--- src/rtl/breakout_pkg.sv ---
// Shared colours, screen defaults and pipeline record types for the breakout
// video path.
package breakout_pkg;

  localparam int SCREEN_WIDTH  = 640;
  localparam int SCREEN_HEIGHT = 480;

  localparam int NUM_PALETTE = 5;
  localparam logic [23:0] ROW_COLOR [0:NUM_PALETTE-1] = '{
    24'hFF0000, 24'hFF8800, 24'hFFFF00, 24'h00FF00, 24'h0088FF
  };
  localparam logic [23:0] BG_COLOR     = 24'h001040;
  localparam logic [23:0] FLASH_COLOR  = 24'hC0C0C0;
  localparam logic [23:0] WIN_COLOR    = 24'h00FF00;
  localparam logic [23:0] LOSE_COLOR   = 24'hFF0000;
  localparam logic [23:0] BALL_COLOR   = 24'hFFFFFF;
  localparam logic [23:0] PADDLE_COLOR = 24'hFFFFFF;

  typedef struct packed {
    logic hsync;
    logic vsync;
    logic blank_n;
  } sync_t;

  localparam sync_t SYNC_IDLE = '{hsync: 1'b1, vsync: 1'b1, blank_n: 1'b0};

  // Per-pixel decode carried from stage 1 into the colour mux.
  typedef struct packed {
    logic       active;
    logic       alive;
    logic       flash_region;
    logic       ball;
    logic       paddle;
    logic [2:0] row_mod;
  } pixel_flags_t;

  function automatic int idx_width(input int n);
    return (n > 1) ? $clog2(n) : 1;
  endfunction

endpackage

--- src/rtl/brick_hit_tracker.sv ---
// Detects destroyed bricks, remembers the lowest newly cleared index and runs
// a frame-counted flash timer for it.
module brick_hit_tracker
  import breakout_pkg::*;
#(
  parameter int N_BRICKS     = 50,
  parameter int FLASH_FRAMES = 8,
  parameter int IDX_W        = idx_width(N_BRICKS)
) (
  input  logic                clk_i,
  input  logic                rst_ni,
  input  logic [N_BRICKS-1:0] brick_state_i,
  input  logic                tick_i,
  output logic [IDX_W-1:0]    flash_idx_o,
  output logic                flash_active_o
);

  localparam int CNT_W = idx_width(FLASH_FRAMES + 1);

  logic [N_BRICKS-1:0] prev_q;
  logic [N_BRICKS-1:0] cleared;
  logic [IDX_W-1:0]    hit_idx;
  logic [IDX_W-1:0]    idx_q, idx_d;
  logic [CNT_W-1:0]    cnt_q, cnt_d;

  assign cleared = prev_q & ~brick_state_i;

  always_comb begin
    // NOTE: every variable gets a default first so no path infers a latch.
    hit_idx = '0;
    for (int i = N_BRICKS - 1; i >= 0; i--) begin
      if (cleared[i]) hit_idx = IDX_W'(i);
    end
  end

  // A fresh hit wins over a brick coming back, which wins over a frame tick.
  always_comb begin
    idx_d = idx_q;
    cnt_d = cnt_q;
    if (|cleared) begin
      idx_d = hit_idx;
      cnt_d = CNT_W'(FLASH_FRAMES);
    end else if (brick_state_i[idx_q]) begin
      cnt_d = '0;
    end else if (tick_i && cnt_q != '0) begin
      cnt_d = cnt_q - 1'b1;
    end
  end

  // NOTE: sequential state uses non-blocking assignments only.
  always_ff @(posedge clk_i or negedge rst_ni) begin
    if (!rst_ni) begin
      prev_q <= '0;
      idx_q  <= '0;
      cnt_q  <= '0;
    end else begin
      prev_q <= brick_state_i;
      idx_q  <= idx_d;
      cnt_q  <= cnt_d;
    end
  end

  assign flash_idx_o    = idx_q;
  assign flash_active_o = (cnt_q != '0);

endmodule

--- src/rtl/brick_field_renderer.sv ---
// Two-stage pixel compositor: stage 1 decodes geometry, stage 2 picks the
// colour; syncs follow through a matching 2-stage delay.
module brick_field_renderer
  import breakout_pkg::*;
#(
  parameter int BRICK_ROWS    = 5,
  parameter int BRICK_COLS    = 10,
  parameter int BRICK_W_LOG2  = 6,
  parameter int BRICK_H_LOG2  = 4,
  parameter int FIELD_Y0      = 0,
  parameter int BALL_SIZE     = 6,
  parameter int PADDLE_WIDTH  = 64,
  parameter int PADDLE_HEIGHT = 8,
  parameter int FLASH_FRAMES  = 8,
  parameter int BLINK_FRAMES  = 16
) (
  input  logic                             clk_i,
  input  logic                             rst_ni,
  input  logic                             active_pixels_i,
  input  logic [9:0]                       x_pixel_i,
  input  logic [9:0]                       y_pixel_i,
  input  logic                             hsync_i,
  input  logic                             vsync_i,
  input  logic                             blank_n_i,
  input  logic [BRICK_ROWS*BRICK_COLS-1:0] brick_state_i,
  input  logic [9:0]                       ball_x_i,
  input  logic [9:0]                       ball_y_i,
  input  logic [9:0]                       paddle_x_i,
  input  logic [9:0]                       paddle_y_i,
  input  logic                             win_i,
  input  logic                             lose_i,
  output logic [7:0]                       vga_r_o,
  output logic [7:0]                       vga_g_o,
  output logic [7:0]                       vga_b_o,
  output logic                             hsync_o,
  output logic                             vsync_o,
  output logic                             blank_n_o,
  output logic                             flash_active_o
);

  localparam int N_BRICKS = BRICK_ROWS * BRICK_COLS;
  localparam int IDX_W    = idx_width(N_BRICKS);
  localparam int BLINK_W  = idx_width(BLINK_FRAMES);
  localparam logic [10:0] FIELD_X_END = 11'(BRICK_COLS << BRICK_W_LOG2);
  localparam logic [10:0] FIELD_Y_BEG = 11'(FIELD_Y0);
  localparam logic [10:0] FIELD_Y_END = 11'(FIELD_Y0 + (BRICK_ROWS << BRICK_H_LOG2));

  logic [IDX_W-1:0] flash_idx;
  logic             flash_active;
  logic             vs_prev_q, tick_q;
  logic [BLINK_W-1:0] blink_q, blink_d;
  logic             phase_q, phase_d;

  brick_hit_tracker #(
    .N_BRICKS    (N_BRICKS),
    .FLASH_FRAMES(FLASH_FRAMES),
    .IDX_W       (IDX_W)
  ) u_tracker (
    .clk_i         (clk_i),
    .rst_ni        (rst_ni),
    .brick_state_i (brick_state_i),
    .tick_i        (tick_q),
    .flash_idx_o   (flash_idx),
    .flash_active_o(flash_active)
  );

  logic [10:0]      x_ext, y_ext, y_rel;
  logic             in_field;
  int               col, row;
  logic [IDX_W-1:0] idx;
  pixel_flags_t     flags_d, flags_q;
  sync_t            sync1_q, sync2_q;
  logic [23:0]      rgb_d, rgb_q;

  // Sums are 11 bits wide so objects near the right/bottom edge never wrap.
  always_comb begin
    x_ext    = {1'b0, x_pixel_i};
    y_ext    = {1'b0, y_pixel_i};
    y_rel    = y_ext - FIELD_Y_BEG;
    in_field = (x_ext < FIELD_X_END) && (y_ext >= FIELD_Y_BEG) && (y_ext < FIELD_Y_END);
    col      = int'(x_ext >> BRICK_W_LOG2);
    row      = int'(y_rel >> BRICK_H_LOG2);
    idx      = IDX_W'(row * BRICK_COLS + col);
    flags_d  = '0;
    flags_d.active = active_pixels_i;
    if (in_field) begin
      flags_d.alive        = brick_state_i[idx];
      flags_d.flash_region = (idx == flash_idx);
      flags_d.row_mod      = 3'(row % NUM_PALETTE);
    end
    flags_d.ball   = (x_ext >= {1'b0, ball_x_i}) && (x_ext < {1'b0, ball_x_i} + 11'(BALL_SIZE)) &&
                     (y_ext >= {1'b0, ball_y_i}) && (y_ext < {1'b0, ball_y_i} + 11'(BALL_SIZE));
    flags_d.paddle = (x_ext >= {1'b0, paddle_x_i}) && (x_ext < {1'b0, paddle_x_i} + 11'(PADDLE_WIDTH)) &&
                     (y_ext >= {1'b0, paddle_y_i}) && (y_ext < {1'b0, paddle_y_i} + 11'(PADDLE_HEIGHT));
  end

  always_comb begin
    rgb_d = BG_COLOR;
    if (!flags_q.active)                         rgb_d = '0;
    else if (flags_q.ball)                       rgb_d = BALL_COLOR;
    else if (flags_q.paddle)                     rgb_d = PADDLE_COLOR;
    else if (flags_q.alive)                      rgb_d = ROW_COLOR[flags_q.row_mod];
    else if (flags_q.flash_region && flash_active) rgb_d = FLASH_COLOR;
    else if (win_i && phase_q)                   rgb_d = WIN_COLOR;
    else if (lose_i && phase_q)                  rgb_d = LOSE_COLOR;
  end

  // Outside win/lose the blink is parked in the visible phase.
  always_comb begin
    blink_d = blink_q;
    phase_d = phase_q;
    if (!(win_i || lose_i)) begin
      blink_d = '0;
      phase_d = 1'b1;
    end else if (tick_q) begin
      if (blink_q == BLINK_W'(BLINK_FRAMES - 1)) begin
        blink_d = '0;
        phase_d = ~phase_q;
      end else begin
        blink_d = blink_q + 1'b1;
      end
    end
  end

  always_ff @(posedge clk_i or negedge rst_ni) begin
    if (!rst_ni) begin
      flags_q   <= '0;
      sync1_q   <= SYNC_IDLE;
      sync2_q   <= SYNC_IDLE;
      rgb_q     <= '0;
      vs_prev_q <= 1'b1;
      tick_q    <= 1'b0;
      blink_q   <= '0;
      phase_q   <= 1'b1;
    end else begin
      flags_q   <= flags_d;
      sync1_q   <= '{hsync: hsync_i, vsync: vsync_i, blank_n: blank_n_i};
      sync2_q   <= sync1_q;
      rgb_q     <= rgb_d;
      vs_prev_q <= vsync_i;
      tick_q    <= vs_prev_q & ~vsync_i;
      blink_q   <= blink_d;
      phase_q   <= phase_d;
    end
  end

  assign {vga_r_o, vga_g_o, vga_b_o} = rgb_q;
  assign hsync_o        = sync2_q.hsync;
  assign vsync_o        = sync2_q.vsync;
  assign blank_n_o      = sync2_q.blank_n;
  assign flash_active_o = flash_active;

endmodule
--- config.mk ---
export PLATFORM = sky130hd
export DESIGN_NAME = brick_field_renderer
export DESIGN_NICKNAME = d
export VERILOG_FILES = /design/src/rtl/breakout_pkg.sv /design/src/rtl/brick_hit_tracker.sv /design/src/rtl/brick_field_renderer.sv
export SDC_FILE = /design/constraint.sdc
export NUM_CORES = 1
export LEC_CHECK = 0
export ABC_CLOCK_PERIOD_IN_PS = 2900
export CAP_MARGIN = 20
export CORE_MARGIN = 2
export CORE_UTILIZATION = 48
export CTS_CLUSTER_SIZE = 8
export DETAILED_ROUTE_END_ITERATION = 10
export PLACE_DENSITY = 0.74
export SYNTH_ARGS = -nofsm -noshare
export SYNTH_HDL_FRONTEND = slang
export SYNTH_SLANG_ARGS = --single-unit
--- constraint.sdc ---
create_clock -name clk_i -period 2.9 [get_ports clk_i]
set_clock_uncertainty 0.05 [all_clocks]
set_input_delay 0.725 -clock clk_i [delete_from_list [all_inputs] [get_ports clk_i]]
set_output_delay 0.725 -clock clk_i [all_outputs]
set_load 0.01 [all_outputs]
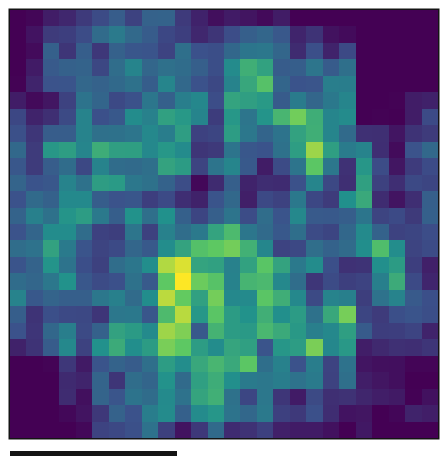
*Signal metal coverage by tile*
Scale bar: 50 um. 26 x 26 tiles, from dark purple (low) to yellow (high), scaled to the fullest tile. Values are wire area over tile area, all layers added.
densest ninth of the die = bottom center
tiles over half the peak = 17%
fullest tile = 0.64
mean over tiles = 0.19
nearly empty tiles = 10%
emptiest ninth of the die = upper right
WL final: 19.99 mm
Wirelength per Cell: 15.79 um
vias: 6935
global router's overall resource usage: 24.50%

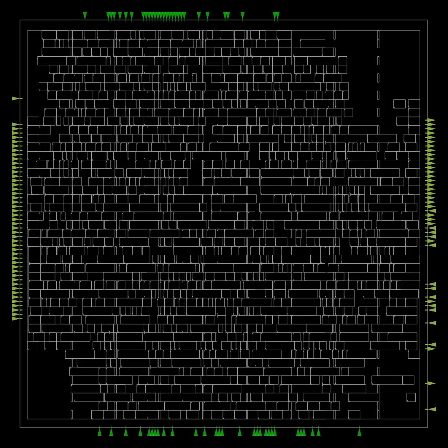
*Cell outlines without signal wires*
count of sequential standard cells: 90
cell row count: 45
register fraction of the total cell area: 20.80%
Std-Cell Core Area: 0.01515 sq mm
non-filler cells, final: 1266

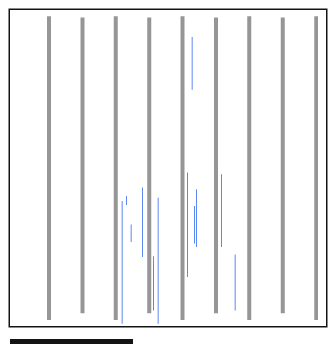
*Met4 routing*
Scale bar: 50 um. Supply wires on this layer in gray.
main direction = vertical
nets with wire on the layer = 11
longest straight run = 51.0 um
wire length on this layer = 314 um
share of all routed wire = 1.6%

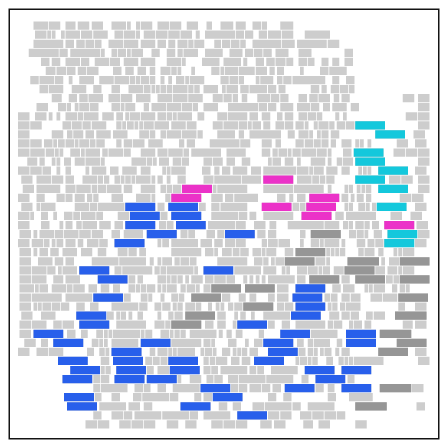
*Where the registers sit*
rgb_q -> cyan  # flops 10, where middle right
flags_q -> magenta  # flops 8
u_tracker.prev_q -> blue  # flops 50
not colored = 22
Seq. pwr: 0.00137 W
Reg area: 0.002258 sq mm
post-route core utilization: 71.67%

-- critical path, stage by stage --
cell and delay, ns:
sky130_fd_sc_hd__buf_8 0.10, sky130_fd_sc_hd__buf_8 0.14, sky130_fd_sc_hd__nor2_4 0.11, sky130_fd_sc_hd__inv_2 0.06
sky130_fd_sc_hd__ha_4 0.26, sky130_fd_sc_hd__nand2b_4 0.15, sky130_fd_sc_hd__o221ai_4 0.14, sky130_fd_sc_hd__and3_4 0.25
sky130_fd_sc_hd__xnor2_4 0.13, sky130_fd_sc_hd__ha_4 0.16, sky130_fd_sc_hd__o31ai_4 0.06, sky130_fd_sc_hd__a311oi_2 0.26
sky130_fd_sc_hd__a211oi_2 0.08, sky130_fd_sc_hd__and4_4 0.19, sky130_fd_sc_hd__xnor2_4 0.14, sky130_fd_sc_hd__buf_4 0.15
sky130_fd_sc_hd__ha_4 0.16, sky130_fd_sc_hd__o2111a_1 0.25, sky130_fd_sc_hd__nor2_1 0.13, sky130_fd_sc_hd__nor4_2 0.08
sky130_fd_sc_hd__or3_1 0.36, sky130_fd_sc_hd__a21oi_1 0.13
-- routing by layer --
layer  up-vias  GRT usage [%]  wire length [um]
li1       3397              -                 -
met1      3261          33.53              8923
met2       251          40.36              9408
met3        26          4.449              1344
met4         0          6.335               313
met5         -              0                 0
-- where the power goes --
part	internal, W	leakage (nW)	switching [W]
Clock	0.000670	0.137	0.000471
Combinational	0.000904	3.72	0.000726
Sequential	0.00133	1.09	0.0000438
-- per-stage QoR --
step	hold slack, ns	utilization, %	TNS [ns]
after floorplan	0.2812	-	-4.793
after global placement	0.2839	67.76	-9.309
after detailed placement	0.2971	67.76	-9.938
after CTS	0.3005	70.64	-3.404
after global routing	0.3132	71.67	-3.854
final	0.2902	71.67	-3.239
==> results.txt <==
Implementation results.

The number of gates resized after cts is 53. Yosys mapped a number of flops with a built-in enable equal to 0. Leaving out fill and tap cells, the most frequent cells in the layout are 159 x sky130_fd_sc_hd__buf_4, 128 x sky130_fd_sc_hd__clkdlybuf4s50_1, 85 x sky130_fd_sc_hd__dfrtp_1, 75 x sky130_fd_sc_hd__ha_1, 56 x sky130_fd_sc_hd__inv_1. TritonCTS built the clock tree. Derived from the worst setup path, the maximum achievable clock frequency is 249.1 MHz. The flow inserted 188 tap cells. The number of cells traversed by the worst register-to-register path is 8. The number of port buffers is 145. The overall power consumption is 0.004142 W. Sorting the synthesized cells by how often they occur yields 88 x sky130_fd_sc_hd__ha_1, 85 x sky130_fd_sc_hd__dfrtp_1, 59 x sky130_fd_sc_hd__inv_1. Per the layout report, the design carries 1093 filler cells. Leaving out the clock tree, the finished layout contains a buffer count of 311. The share of synthesized area occupied by flip-flops and latches is 30.38%. Data arrives at the worst endpoint at 4.23 ns. The largest register by flop count is u_tracker.prev_q. The most common cell in the synthesized netlist is sky130_fd_sc_hd__ha_1. Hold repair after CTS inserted 0 buffers. The worst path in the final design needs a cycle of 4.015 ns, including I/O delays and setup. The initial antenna violation count was 1. The chip area is 0.01650 sq mm. The area fraction in mux cells is 10.20%.

The total placed instance area is 0.01026 sq mm. The horizontal die size is 128.5 um. The setup violation total in the final timing report is 4. The area share of the largest cell type after synthesis is 28.61%.

After layout, the worst setup slack is -1.115 ns. Across the VDD grid, the largest voltage drop is 347.1 uV. Before placement the cells fill 49.09% of the core. The most common cell after layout, fill and taps aside is sky130_fd_sc_hd__buf_4.

The detailed router's first-iteration violation count is 457. In this run the worst hold path is classified as primary input to async pin. The share of cells above drive strength 1 is 26.00%. In this run the layout overhead on the synthesized area is reported as 46.01%. The number of nets at floorplan is 983. The fraction of area in non-clock buffers is 25.47%. The reg-to-reg startpoint is u_tracker.flash_idx_o[0].

The worst path required time is 3.11 ns. The number of CTS-inserted buffers is 9. At the pin with the least slew margin, the transition time is 0.4700 ns.

The final RePlAce weighted congestion is 0.9120. Per the detail_route report, vias per standard cell equal 5.478. The via count of the first global-routing pass is 6776. The power report puts the leakage power at 4.953 nW. The tree built by TritonCTS fans out to 90 sinks. The final reports fail on negative setup slack. Looking at the critical path, the highest net fanout was 11. The share of cell area taken by multi-input logic gates is 46.75%. Summed over all instances, the cell type with the most area after synthesis is sky130_fd_sc_hd__dfrtp_1. The type of element launching the critical path is a primary input.

Detailed placement ended at an HPWL of 16.03 mm. The clock-pin slew reported for the worst setup and hold paths after clock tree synthesis is 0.06 ns. Yosys attributes the largest share of cell area to sky130_fd_sc_hd__dfrtp_1 29%, sky130_fd_sc_hd__ha_1 15%, sky130_fd_sc_hd__mux4_2 9.1%. In the final design, more cell area goes to combinational gates than to any other class. The nature of the critical path endpoint is a flip-flop. For this run, the post-layout net count is 1279. The synthesis stat section lists a flop and latch total of 90. The cell count after synthesis came out at 776. The flow reported a cell area power density of 381.6 mW/mm^2.

After synthesis the cells add up to 0.007435 sq mm. Per the layout area report, the combinational gate area comes to 0.005075 sq mm. Per the synthesis report, the XOR/XNOR share of the synthesized area is 5.049%.

The dominant kind of combinational cell is simple AND/OR/NAND/NOR gates. The worst setup path is of the primary input to flip-flop kind. The run finished, with violations left. Among all flip-flop cells after synthesis, the most frequent one is sky130_fd_sc_hd__dfrtp_1.

The area fraction in and, or, nand and nor cells after synthesis is 18.80%. The die is 128.5 um tall. The clock tree synthesis step divided the H-tree into 3 levels. The number of antenna diodes in the final layout is 1. Once detail routing completed, the nets flagged for antenna violations numbered 0.

In the final layout, the clock buffer count is 12. The number of slew-limit violations in the final report is 0. The inverter count of the layout excluding clock inverters is 61.

The capture point of the worst reg-to-reg path is u_tracker.cnt_q[1]. The final hold violation count recorded for this run is 0. The first global-routing pass estimated 32.42 mm of wire. The synth_stat.txt file lists the number of cells as 776. The adder and majority cell fraction of the synthesized area is 15.08%. The critical path endpoint is flags_q[2]. Per STA, the startpoint of the critical path is y_pixel_i[8]. 146 I/O pins were placed. The flip-flop count of the largest register after layout is 50.

The maximum number of pins on one net before global-route repair is 55. Timing analysis after detailed placement gives a worst setup slack of -2.085 ns. The buffer depth of the longest clock path is 2. Averaged over all synthesized cells, the footprint is 9.581 sq um. The warning count from the yosys run is 0. After global routing the overflow that remains totals 0. The fraction of final cell area spent on clock buffers and inverters in this run is 2.651%. The share of synthesized registers carrying an async set or reset is 100.0%. The distinct cell type count of the synthesized netlist is 77. The worst-case headroom to the max-slew limit is 68.67%. The number of combinational gates with multiple inputs is 599. The largest registers in the layout are u_tracker.prev_q (50), rgb_q (10), flags_q (8). The cell sitting at the root of the clock tree is a sky130_fd_sc_hd__clkbuf_16. Of the total synthesized cell area, the portion taken by AND-OR and OR-AND cells is 15.13%.

The instance count after placement with tap cells included is 1240. The number of setup buffers added after CTS is 4. The tool warning count is 37. The area recorded from the Yosys report for this design is 0.007435 sq mm. Max-cap violations in this run came to 0. The source-to-sink clock delay at the later pin of the worst-skew pair is 0.34 ns.

Once layout is done, the placed cells without fillers occupy 0.01086 sq mm. Setup repair after global routing could not meet its margin everywhere. The first-pass detailed-route iteration total is 5. The DRC violation total left in the routed layout is recorded as 0. The reg2reg setup slack is 0.30 ns. Post-route period utilization is reported as 138.4%.
No activity file was given, so power comes from the tool's default toggle rates.
